### src/rtl/rr_grant_arbiter.sv
// Round-robin grant arbiter: one owner at a time, held until release/drop.
// Optional hold limit with forced revoke when RR_ARB_TIMEOUT_EN is defined.
module rr_grant_arbiter #(
    parameter int N        = 4,
    parameter int MAX_HOLD = 16
) (
    input  logic                         clk,
    input  logic                         rst_n,
    input  logic [N-1:0]                 request_i,
    input  logic [N-1:0]                 release_i,
    output logic [N-1:0]                 grant_o,
    output logic                         grant_valid_o,
    output logic [$clog2(N)-1:0]         grant_id_o,
    output logic                         timeout_o
);

    localparam int IDW = $clog2(N);
    localparam logic S_IDLE  = 1'b0;
    localparam logic S_OWNED = 1'b1;

    logic           state_q, state_d;
    logic [N-1:0]   grant_q, grant_d;
    logic           gv_q, gv_d;
    logic [IDW-1:0] gid_q, gid_d;
    logic [IDW-1:0] last_q, last_d;

    logic           end_nat;
    logic           forced;
    logic           new_grant;
    logic [N-1:0]   cand;
    logic           win_found;
    logic [IDW-1:0] win_id;

    // Natural end: owner pulses release or drops its request.
    assign end_nat = (|(grant_q & release_i)) | ~(|(grant_q & request_i));

    // The owner never competes in its own re-arbitration; it is only kept
    // when nobody else is asking.
    assign cand = (state_q == S_IDLE) ? request_i : (request_i & ~grant_q);

    // Walk downward so the closest candidate after last_q is written last.
    always_comb begin
        win_found = 1'b0;
        win_id    = '0;
        for (int k = N; k >= 1; k--) begin
            if (cand[(int'(last_q) + k) % N]) begin
                win_found = 1'b1;
                win_id    = IDW'((int'(last_q) + k) % N);
            end
        end
    end

    always_comb begin
        state_d   = state_q;
        grant_d   = grant_q;
        gid_d     = gid_q;
        last_d    = last_q;
        new_grant = 1'b0;
        if (state_q == S_IDLE || end_nat || forced) begin
            if (win_found) begin
                state_d   = S_OWNED;
                grant_d   = {{(N-1){1'b0}}, 1'b1} << win_id;
                gid_d     = win_id;
                last_d    = win_id;
                new_grant = 1'b1;
            end else if (state_q == S_OWNED && (|(grant_q & request_i)) && !forced) begin
                new_grant = 1'b1;
            end else begin
                state_d = S_IDLE;
                grant_d = '0;
                gid_d   = '0;
            end
        end
        gv_d = |grant_d;
    end

    always_ff @(posedge clk or negedge rst_n) begin
        if (!rst_n) begin
            state_q <= S_IDLE;
            grant_q <= '0;
            gv_q    <= 1'b0;
            gid_q   <= '0;
            last_q  <= IDW'(N - 1);
        end else begin
            state_q <= state_d;
            grant_q <= grant_d;
            gv_q    <= gv_d;
            gid_q   <= gid_d;
            last_q  <= last_d;
        end
    end

`ifdef RR_ARB_TIMEOUT_EN
    localparam int HW = $clog2(MAX_HOLD + 1);

    logic [HW-1:0] hold_q, hold_d;
    logic          tout_q;

    // hold_q counts completed owned cycles; the MAX_HOLD-th one is revoked.
    assign forced = (state_q == S_OWNED) && !end_nat && (hold_q == HW'(MAX_HOLD - 1));

    always_comb begin
        hold_d = '0;
        if (!new_grant && state_q == S_OWNED)
            hold_d = hold_q + 1'b1;
    end

    always_ff @(posedge clk or negedge rst_n) begin
        if (!rst_n) begin
            hold_q <= '0;
            tout_q <= 1'b0;
        end else begin
            hold_q <= hold_d;
            tout_q <= forced;
        end
    end

    assign timeout_o = tout_q;
`else
    assign forced    = 1'b0;
    assign timeout_o = 1'b0;
`endif

    assign grant_o       = grant_q;
    assign grant_valid_o = gv_q;
    assign grant_id_o    = gid_q;

endmodule
### config.mk
export PLATFORM = sky130hd
export DESIGN_NAME = rr_grant_arbiter
export DESIGN_NICKNAME = d
export VERILOG_FILES = /design/src/rtl/rr_grant_arbiter.sv
export SDC_FILE = /design/constraint.sdc
export NUM_CORES = 1
export LEC_CHECK = 0
export CORE_MARGIN = 5
export CORE_UTILIZATION = 45
export CTS_CLUSTER_SIZE = 25
export DETAILED_ROUTE_END_ITERATION = 10
export GPL_TIMING_DRIVEN = 0
export PLACE_DENSITY = 0.73
export SLEW_MARGIN = 40
export SYNTH_ARGS = -nofsm -noshare
export SYNTH_HDL_FRONTEND = slang
export SYNTH_SLANG_ARGS = --single-unit
### constraint.sdc
create_clock -name clk -period 2.15 [get_ports clk]
set_input_delay 0.5375 -clock clk [delete_from_list [all_inputs] [get_ports clk]]
set_output_delay 0.5375 -clock clk [all_outputs]
set_load 0.03 [all_outputs]
Figure 1. Met1 routing.
Cells faint in the background.
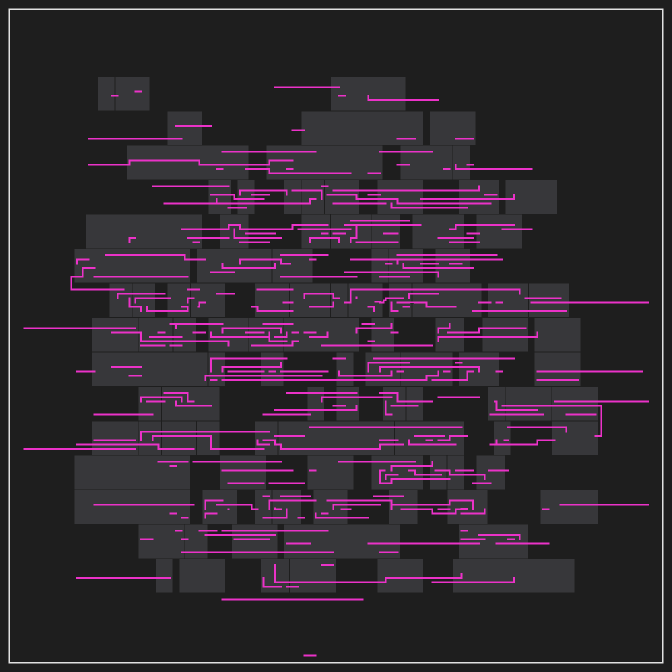
wire length on this layer: 953 um
longest straight run: 16.1 um

Figure 2. Signal wires on met2.
Bar = 20 um.
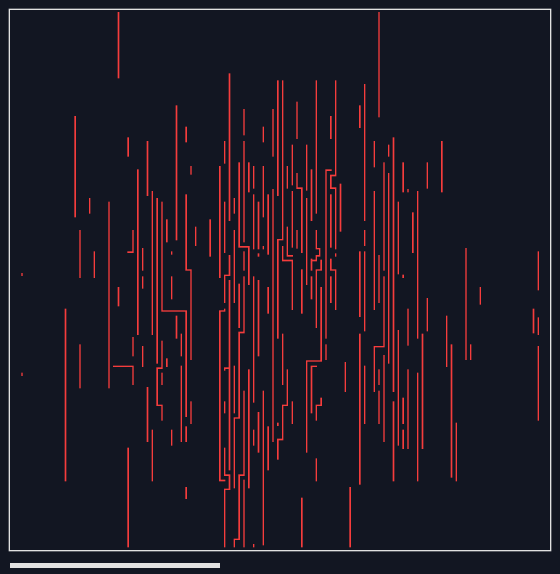
share of all routed wire: 49%
longest straight run: 24.1 um
wire length on this layer: 1040 um
main direction: vertical

Figure 3. Metal 3.
Bar = 20 um.
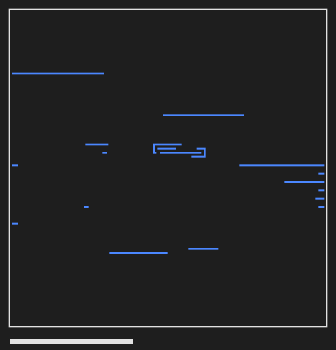
main direction: horizontal
longest straight run: 14.7 um
share of all routed wire: 4.2%
nets with wire on the layer: 16

==> flow_metrics.py <==
# Physical implementation metrics
metrics = {
    "critical_path": {
        "cp_cell_sequence": "clkdlybuf4s50_1 > mux2_2 > o211ai_1 > a22oi_1 > or2_4 > o41ai_2",
        "cp-endpoint": "grant_o[2]",
        "crit_cells": 6,
        "critPathRequiredTime_ns": 2.31,
        "crit_buf_inv": 1,
        "critPathTopFamily": "AND-OR/OR-AND gates",
        "cpPeakStageDelay_ns": 0.49,
        "r2r_slack_ns": 0.09,
        "start_kind": "input port",
    },
    "place": {
        "placement.io_buffers": 16,
        "post_dp_cell_area_sq_um": 956,
    },
    "route": {
        "drt_first_pass_iters": 4,
        "viasPerCell": 6.45,
        "drt-initial-drc-count": 16,
        "vias": 787,
    },
    "global_route": {
        "use_met3": 0.0321,
        "antenna_found_initial": 0,
    },
    "flow_run": {
        "cap_violations": 0,
    },
    "timing": {
        "post-route-min-period_ns": 2.11,
        "report.final.setup_viol": 0,
        "finalSetupTns_ns": 0,
    },
    "logic_synthesis": {
        "synth_nets": 95,
        "top_cells_by_area": "dfrtp_1, dfstp_2, mux2i_1",
        "synth_warnings": 0,
        "largest_area_cell": "dfrtp_1",
        "adder_share": 0,
        "avgSynthCellArea_sq_um": 9.11,
        "mux_share": 0.100,
        "synth_cell_type_count": 39,
        "synth_seq_share": 0.326,
    },
    "clock_network": {
        "cts_inserted_buffers": 3,
        "cts_htree_levels": 1,
        "post-cts-setup-buffers": 0,
        "insertion_delay_ns": 0.27,
    },
    "layout": {
        "fin_area_sq_um": 1030,
        "n_fill_cell": 158,
    },
    "worst_hold_path": {
        "hp-start": "grant_id_o[0]",
    },
    "die": {
        "core_area_sq_um": 1690,
    },
    "pwr": {
        "power.combinational.total_mw": 1.01,
    },
    "run_status": {
        "status": "finished, final reports clean",
    },
}
Power figures rest on the tool's default switching activity, not on a simulated workload.
